[src/rtl/cache_pkg.sv]
// Shared definitions for the cache miss-fill controller.
//   fill_state_t : controller states (IDLE waits for a miss, FILL services it)
//   WORD_BYTES   : bytes per memory/cache word (16-bit words)
//   BLOCK_BYTES  : block size in bytes at the default of 8 words per block
//   OFFSET_BITS  : byte-offset bits inside a default-sized block
//   block_base() : clears the low offset bits of a byte address
package cache_pkg;

    typedef enum logic {
        IDLE = 1'b0,
        FILL = 1'b1
    } fill_state_t;

    localparam int WORD_BYTES  = 2;
    localparam int WORD_SHIFT  = 1;
    localparam int BLOCK_BYTES = WORD_BYTES * 8;
    localparam int OFFSET_BITS = $clog2(BLOCK_BYTES);

    // Align a byte address down to the start of its block. Works on a
    // 32-bit container; callers truncate to their own address width.
    function automatic logic [31:0] block_base(input logic [31:0] addr,
                                               input int unsigned offset_bits);
        logic [31:0] mask;
        mask = 32'hFFFF_FFFF << offset_bits;
        return addr & mask;
    endfunction

endpackage

[src/rtl/beat_counter.sv]
// Saturating beat counter used for both the request side and the return
// side of a block fill.
//   clk, rst_n : clock, asynchronous active-low reset
//   clear      : synchronous return to zero (takes priority over enable)
//   enable     : advance by one this cycle
//   count      : current number of beats counted
//   done       : count has reached LIMIT; further enables are ignored
module beat_counter #(
    parameter int LIMIT = 8,
    parameter int CNT_W = $clog2(LIMIT) + 1
) (
    input  logic             clk,
    input  logic             rst_n,
    input  logic             clear,
    input  logic             enable,
    output logic [CNT_W-1:0] count,
    output logic             done
);

    assign done = (count == CNT_W'(LIMIT));

    always_ff @(posedge clk or negedge rst_n) begin
        if (!rst_n) begin
            count <= '0;
        end else if (clear) begin
            count <= '0;
        end else if (enable && !done) begin
            count <= count + CNT_W'(1);
        end
    end

endmodule

[src/rtl/cache_fill_fsm.sv]
// Miss-service controller between the caches and fixed-latency main memory.
// A miss latches the aligned block base and the controller then issues one
// word read per cycle while writing each returned word into the data array;
// the tag array is written alongside the final word, after which the
// controller drops busy and returns to IDLE.
//   clk, rst_n        : clock, asynchronous active-low reset
//   miss_detected     : cache miss this cycle (sampled only in IDLE)
//   miss_address      : byte address that missed
//   memory_data_valid : next in-order read beat is on memory_data
//   memory_data       : returned memory word
//   fsm_busy          : fill in progress, cpu stalls
//   memory_read       : read request this cycle, at memory_address
//   write_data_array  : write cache_data at cache_word_addr this cycle
//   cache_word_addr   : byte address of the word being written
//   cache_data        : word being written (memory_data pass-through)
//   write_tag_array   : single-cycle tag/valid write for the filled block
//   protocol_err      : sticky flag for a beat with no outstanding request
module cache_fill_fsm
    import cache_pkg::*;
#(
    parameter int WORDS_PER_BLOCK = 8,
    parameter int MEM_LATENCY     = 4,
    parameter int ADDR_W          = 16
) (
    input  logic              clk,
    input  logic              rst_n,
    input  logic              miss_detected,
    input  logic [ADDR_W-1:0] miss_address,
    input  logic              memory_data_valid,
    input  logic [15:0]       memory_data,
    output logic              fsm_busy,
    output logic              memory_read,
    output logic [ADDR_W-1:0] memory_address,
    output logic              write_data_array,
    output logic [ADDR_W-1:0] cache_word_addr,
    output logic [15:0]       cache_data,
    output logic              write_tag_array,
    output logic              protocol_err
);

    localparam int CNT_W     = $clog2(WORDS_PER_BLOCK) + 1;
    localparam int OFFSET_W  = $clog2(WORD_BYTES * WORDS_PER_BLOCK);

    fill_state_t       state;
    logic [ADDR_W-1:0] fill_base;
    logic [CNT_W-1:0]  issue_cnt;
    logic [CNT_W-1:0]  recv_cnt;
    logic              issue_done;
    logic              recv_done;
    logic              in_fill;
    logic              issuing;
    logic              beat_ok;
    logic              stray_beat;
    logic              last_beat;

    assign in_fill = (state == FILL);
    assign issuing = in_fill && !issue_done;

    // A beat is accepted only if a request is still outstanding; memory is
    // in-order, so recv_cnt < issue_cnt is exactly that condition.
    assign beat_ok    = in_fill && memory_data_valid && (recv_cnt != issue_cnt) && !recv_done;
    assign stray_beat = memory_data_valid && !beat_ok;
    assign last_beat  = beat_ok && (recv_cnt == CNT_W'(WORDS_PER_BLOCK - 1));

    // Counters are held at zero throughout IDLE, so a fill always starts
    // from zero no matter how the previous one ended.
    beat_counter #(
        .LIMIT (WORDS_PER_BLOCK),
        .CNT_W (CNT_W)
    ) u_issue_cnt (
        .clk    (clk),
        .rst_n  (rst_n),
        .clear  (!in_fill),
        .enable (issuing),
        .count  (issue_cnt),
        .done   (issue_done)
    );

    beat_counter #(
        .LIMIT (WORDS_PER_BLOCK),
        .CNT_W (CNT_W)
    ) u_recv_cnt (
        .clk    (clk),
        .rst_n  (rst_n),
        .clear  (!in_fill),
        .enable (beat_ok),
        .count  (recv_cnt),
        .done   (recv_done)
    );

    // Address outputs are forced to zero when not qualified so that every
    // output reads zero while IDLE and during reset.
    assign fsm_busy         = in_fill;
    assign memory_read      = issuing;
    assign memory_address   = issuing ? fill_base + (ADDR_W'(issue_cnt) << WORD_SHIFT) : '0;
    assign write_data_array = beat_ok;
    assign cache_word_addr  = beat_ok ? fill_base + (ADDR_W'(recv_cnt) << WORD_SHIFT) : '0;
    assign cache_data       = beat_ok ? memory_data : 16'h0000;
    assign write_tag_array  = last_beat;

    always_ff @(posedge clk or negedge rst_n) begin
        if (!rst_n) begin
            state        <= IDLE;
            fill_base    <= '0;
            protocol_err <= 1'b0;
        end else begin
            if (stray_beat) begin
                protocol_err <= 1'b1;
            end
            case (state)
                IDLE: begin
                    if (miss_detected) begin
                        fill_base <= ADDR_W'(block_base(32'(miss_address), OFFSET_W));
                        state     <= FILL;
                    end
                end
                FILL: begin
                    if (last_beat) begin
                        state <= IDLE;
                    end
                end
                default: state <= IDLE;
            endcase
        end
    end

endmodule

[config.mk]
export PLATFORM = sky130hd
export DESIGN_NAME = cache_fill_fsm
export DESIGN_NICKNAME = d
export VERILOG_FILES = /design/src/rtl/cache_pkg.sv /design/src/rtl/beat_counter.sv /design/src/rtl/cache_fill_fsm.sv
export SDC_FILE = /design/constraint.sdc
export NUM_CORES = 1
export LEC_CHECK = 0
export CAP_MARGIN = 20
export CORE_MARGIN = 1
export CORE_UTILIZATION = 44
export CTS_CLUSTER_SIZE = 28
export DETAILED_ROUTE_END_ITERATION = 16
export PLACE_DENSITY = 0.87
export REMOVE_ABC_BUFFERS = 1
export SYNTH_ARGS = -nofsm -noshare
export SYNTH_HDL_FRONTEND = slang
export SYNTH_HIERARCHICAL = 1
export SYNTH_SLANG_ARGS = --single-unit
[constraint.sdc]
create_clock -name clk -period 4.9 [get_ports clk]
set_input_delay 0.735 -clock clk [delete_from_list [all_inputs] [get_ports clk]]
set_output_delay 0.735 -clock clk [all_outputs]
set_load 0.01 [all_outputs]
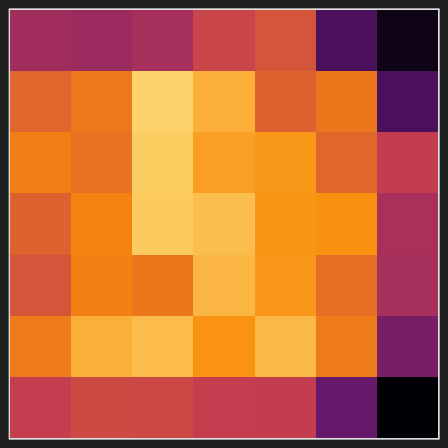
**Above:** run 1 (local utilization).
The die is cut into 7 by 7 equal tiles; black is low, pale yellow is high, 0 to 100% covered.
The densest ninth of the die: middle. The mean over all tiles is 61%. 2.0% of the tiles are nearly empty. 31% of the tiles are over 75% full. The fullest tile reaches 91%.
area of the core region: 3771 um^2
floorplan utilization: 0.4731
Finished Core Util: 0.7160

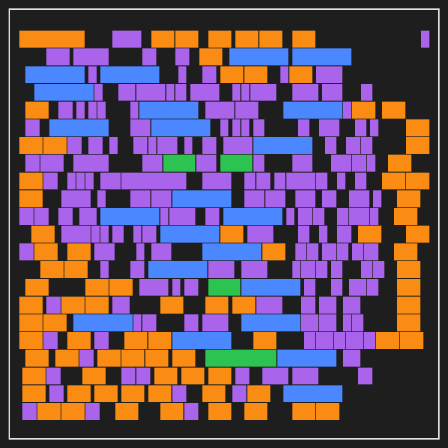
**Above:** run 1 (cell classes on the final placement).
clock drivers and dummy loads: drawn in green, cells 4, share of their area 2.7%. all other logic: drawn in purple, cells 173, share of their area 44%. flip-flops: drawn in blue, cells 22, share of their area 21%. other buffers and delay cells: drawn in orange, cells 83, share of their area 32%.
Design Area, Final: 2700 um^2
floorplan row count: 22
Seq/total area: 0.2039

==> impl_metrics.csv, run 1 <==
group,metric,value,unit
drt,avgRoutedWirePerCell,13.97,um
drt,drc_errors,0,
yosys,synth.logic.top_family,"simple AND/OR/NAND/NOR gates",
sta,final.setup.worst_slack,1.309,ns
sta,fin_hold_ws,0.4731,ns
pwr,switch_pwr,0.6754,mW
clock_network,clkSinkCount,22,
global_routing,met1_usage,0.2880,
yosys,async_flop_share,1.000,
run_status,run_status,"finished, final reports clean",
clock_network,cts_made_buffers,3,
yosys,post_synth_mux_area_share,0.1031,
clock_network,postCtsSetupBuffers,0,
pwr,worst_ir_drop_vdd,0.0004353,V
layout,area.growth.synth_to_final,51.33,%
drt,detail_route.vias_per_cell,5.318,
place,place_area,2601,um^2
yosys,synth-simple-area-share,0.2882,
worst_setup_path,cp_max_fo,27,
pwr,power.static_leakage,1.108,nW
layout,fin_nets,327,
yosys,adder_share,0.05610,
pwr,clock_power,0.169,mW
yosys,synth_cells,206,
sta,final.min_clock_period,3.591,ns
sta,max_slew_margin,0.2846,
clock_network,cts_root_buffer,"sky130_fd_sc_hd__clkbuf_8",
worst_setup_path,list_of_cells_traversed_by_the_critical_path,"xor2_1 > o41ai_4 > inv_2 > and2_1 > clkdlybuf4s50_1",
floorplan,chipWidth,65.68,um
yosys,synth_flop_count,22,
yosys,ys_top_cells_by_count,"sky130_fd_sc_hd__and2_1, sky130_fd_sc_hd__dfrtp_1, sky130_fd_sc_hd__nor2_1, sky130_fd_sc_hd__a21oi_1, sky130_fd_sc_hd__nand2_1",
drt,totalWireLength,4610,um
global_routing,globalRouteMet3Util,0.03646,
sta,slew_violations,0,
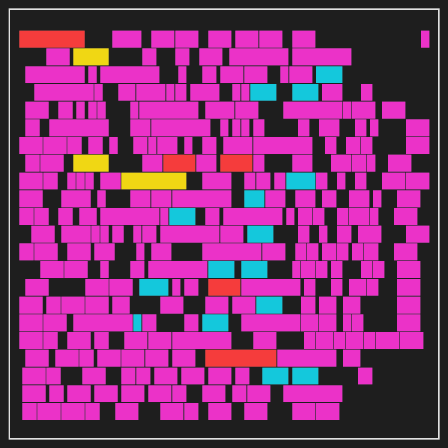
**Above:** run 1 (cell sizes after repair).
drive 3 to 4: drawn in yellow, cells 3. drive 1 or less: drawn in magenta, cells 259. drive 2: drawn in cyan, cells 15. drive 6 and up: drawn in red, cells 5.

-- run 1: final timing paths --
kind | from | to | cells past startpoint
worst max-delay path | u_recv_cnt/count[0] | cache_word_addr[5] | 5
worst min-delay path | protocol_err | protocol_err | 1
worst max register to register | u_recv_cnt/count[0] | u_recv_cnt/count[0] | 5
worst min register to register | protocol_err | protocol_err | 1
max in group asynchronous | rst_n | fill_base[9] | 2
min in group asynchronous | rst_n | u_issue_cnt/count[1] | 1
-- run 1: registers in the layout (all words and copies together) (netlist names) --
signal	flops
fill_base	12
fsm_busy	1
protocol_err	1
u_issue_cnt/count	4
u_recv_cnt/count	4
-- run 1: layout make-up --
cell class	count	area, um^2
multi-input combinational	163	1132
tap	48	60.06
timing repair buffer	83	848.3
clock buffer	3	41.29
clock inverter	1	30.03
sequential	22	550.5
inverter	10	37.54
fill	304	1071
--- run 2 (diff from run 1) ---
Settings changed: CORE_UTILIZATION 44 to 37, PLACE_DENSITY 0.87 to 0.78.
Clock period 4.9 ns to 3.2 ns, I/O delays scaled along.
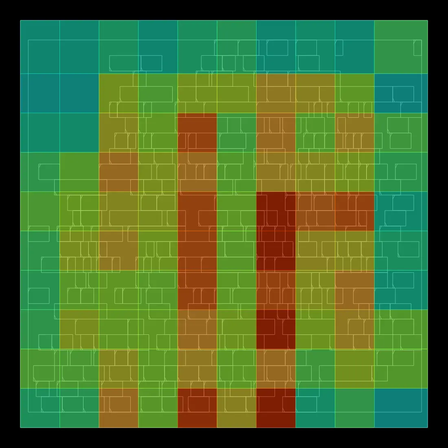
**Above:** run 2 (routing congestion map).
met1 track demand over resource: 0.2423
final routed wire length divided by cell count: 13.76 um

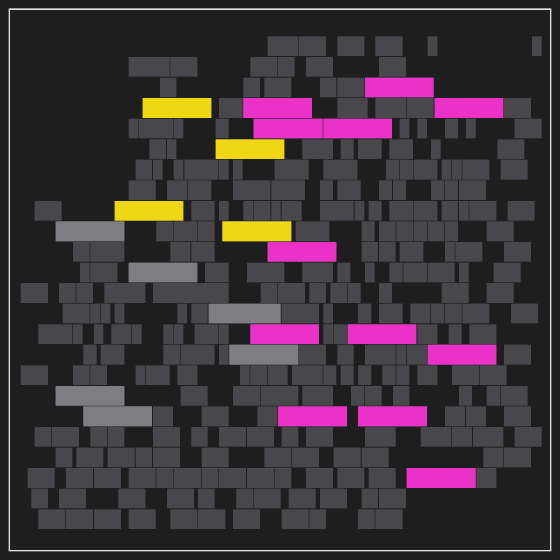
**Above:** run 2 (sequential cells coloured by netlist name).
Other sequential cells in the stronger grey, the rest of the logic in the fainter grey.
fill_base: drawn in magenta, flops 12. u_issue_cnt/count: drawn in yellow, flops 4.

==> impl_metrics.csv, run 2 <==
group,metric,value,unit
sta,slew_violations,0,
worst_setup_path,rr_worst_depth,11,
yosys,ys_top_cells_by_count,"sky130_fd_sc_hd__and2_1, sky130_fd_sc_hd__dfrtp_1, sky130_fd_sc_hd__nor2_1, sky130_fd_sc_hd__a21oi_1, sky130_fd_sc_hd__nand2_1",
layout,comb_area_share,0.4182,
layout,clock_cell_share,0.02033,
layout,top_register,"fill_base",
clock_network,clkSinkCount,22,
drt,detail_route.vias_per_cell,5.127,
floorplan,tap_cells,52,
worst_setup_path,list_of_cells_traversed_by_the_critical_path,"inv_1 > ha_1 > nand2_1 > nor2_1 > and3b_1 > o41ai_4 > inv_2 > buf_4 > and2_1 > clkdlybuf4s50_1",
drt,totalWireLength,4666,um
drt,drc_errors,0,
floorplan,core_area,4504,um^2
yosys,async_flop_share,1.000,
clock_network,cts_made_buffers,3,
global_routing,globalRouteMet3Util,0.02954,
worst_setup_path,cp_max_fo,17,
layout,flop_area,551.8,um^2
layout,comb_area,1132,um^2
layout,layout.buffer.nonclock.area_share,0.3198,
layout,num-multi-input-gates,163,
run_status,run_status,"finished, final reports clean",
yosys,synth_flop_count,22,
floorplan,initCoreUtil,0.3961,
layout,layout.non_clock_inverters,10,
layout,area_dominant_class,"combinational gates",
sta,final.setup.worst_slack,0.2287,ns
worst_setup_path,startpoint,"u_recv_cnt/count[0]",
floorplan,core.rowCount,24,
worst_hold_path,hold_sp,"protocol_err",
sta,final.min_clock_period,2.971,ns
clock_network,postCtsSetupBuffers,0,
sta,fin_hold_ws,0.4586,ns
==> run 2: cell counts after synthesis <==
Identical to the previous run, type by type.
==> run 2: kinds of logic after synthesis <==
logic type / after synthesis / share of synthesized area
muxes: 16 / 0.1031
xor gates and xnor gates: 12 / 0.05891
AOI/OAI and AO/OA: 34 / 0.1241
and+or+nand+nor: 91 / 0.2882
DFF: 22 / 0.3086
other: 1 / 0.002102
adders and majority gates: 8 / 0.05610
buffers and inverters: 22 / 0.05891
==> run 2: power by group through the flow <==
stage / combinational (mW) / clock (mW) / sequential, mW
after global routing: 1.79 / 0.224 / 0.667
after floorplan: 0.869 / 0 / 0.580
after global placement: 1.60 / 0 / 0.635
after detailed placement: 1.64 / 0 / 0.640
after CTS: 1.65 / 0.209 / 0.635
final: 1.63 / 0.202 / 0.637
--- run 3 (diff from run 2) ---
Settings changed: GPL_TIMING_DRIVEN set to 0.
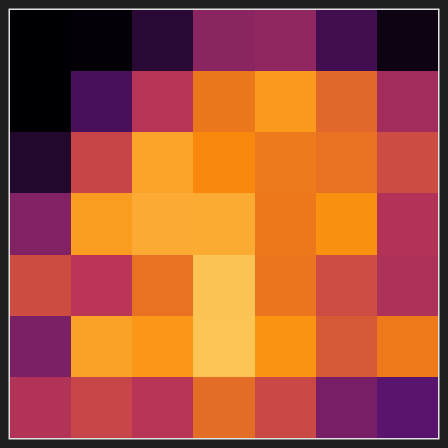
**Above:** run 3 (local utilization).
The die is cut into 7 by 7 equal tiles; black is low, pale yellow is high, 0 to 100% covered.
The fullest tile reaches 87%. The densest ninth of the die: middle. 22% of the tiles are over 75% full. The emptiest ninth of the die: top left. 6.1% of the tiles are nearly empty.

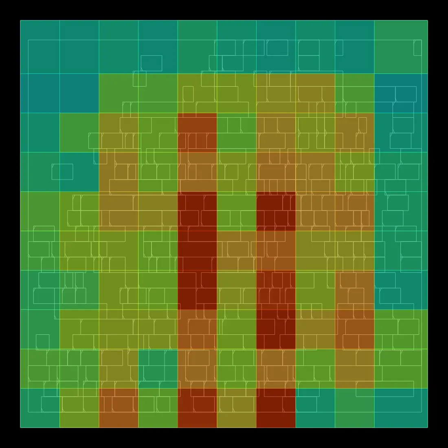
**Above:** run 3 (routing congestion map).
Most Crowded Layer GR: met2
overall track demand over capacity in global routing: 0.1893
met1 track demand over resource: 0.2568
met2 global-route usage: 0.3101
GR Util met3: 0.02813

==> impl_metrics.csv, run 3 <==
group,metric,value,unit
yosys,synth-simple-area-share,0.2882,
pwr,clock_power,0.261,mW
floorplan,initCoreUtil,0.3961,
yosys,synth_flop_count,22,
floorplan,tap_cells,52,
layout,num-multi-input-gates,163,
yosys,ys_top_cells_by_count,"sky130_fd_sc_hd__and2_1, sky130_fd_sc_hd__dfrtp_1, sky130_fd_sc_hd__nor2_1, sky130_fd_sc_hd__a21oi_1, sky130_fd_sc_hd__nand2_1",
worst_setup_path,list_of_cells_traversed_by_the_critical_path,"inv_1 > ha_1 > nand2_1 > nor2_1 > and3b_1 > o41ai_4 > clkinv_2 > and2_1 > clkdlybuf4s50_1",
layout,comb_area,1132,um^2
floorplan,core.rowCount,24,
yosys,adder_share,0.05610,
pwr,pwr.group.sequential,0.639,mW
sta,final.setup.worst_slack,0.1930,ns
sta,final.min_clock_period,3.007,ns
layout,layout.non_clock_inverters,10,
layout,area_dominant_class,"combinational gates",
sta,slew_violations,0,
layout,comb_area_share,0.4157,
worst_setup_path,timing_worst_setup_path_type,"flop to output port",
yosys,post_synth_mux_area_share,0.1031,
run_status,run_status,"finished, final reports clean",
pwr,comb-power,1.61,mW
yosys,synth.cellmix.xorXnorShare,0.05891,
clock_network,cts_made_buffers,3,
clock_network,postCtsSetupBuffers,1,
layout,layout.buffer.nonclock.area_share,0.3170,
layout,top_register,"fill_base",
layout,clock_cell_share,0.02618,
clock_network,clkSinkCount,22,
layout,flop_area,550.5,um^2
drt,drc_errors,0,
floorplan,core_area,4504,um^2
==> run 3: cell families (layout without fill, tap and decap cells) <==
| family | after synthesis | in the layout |
|---|---|---|
| compound gates | 34 | 34 |
| other cells | 1 | 2 |
| fa+ha+maj | 8 | 8 |
| flops | 22 | 22 |
| simple gates | 91 | 91 |
| xor+xnor | 12 | 12 |
| buf+inv | 22 | 99 |
| mux | 16 | 16 |
==> run 3: final timing paths <==
path | startpoint | slack, ns | to
min reg2reg | protocol_err | 0.46 | protocol_err
min in group clk | protocol_err | 0.46 | protocol_err
max in group asynchronous | rst_n | 2.40 | fill_base[14]
max reg2reg | u_recv_cnt/count[0] | 1.07 | u_recv_cnt/count[2]
min | rst_n | 0.43 | fill_base[15]
max | u_recv_cnt/count[0] | 0.19 | cache_word_addr[4]
Power and IR drop assume default switching activity.
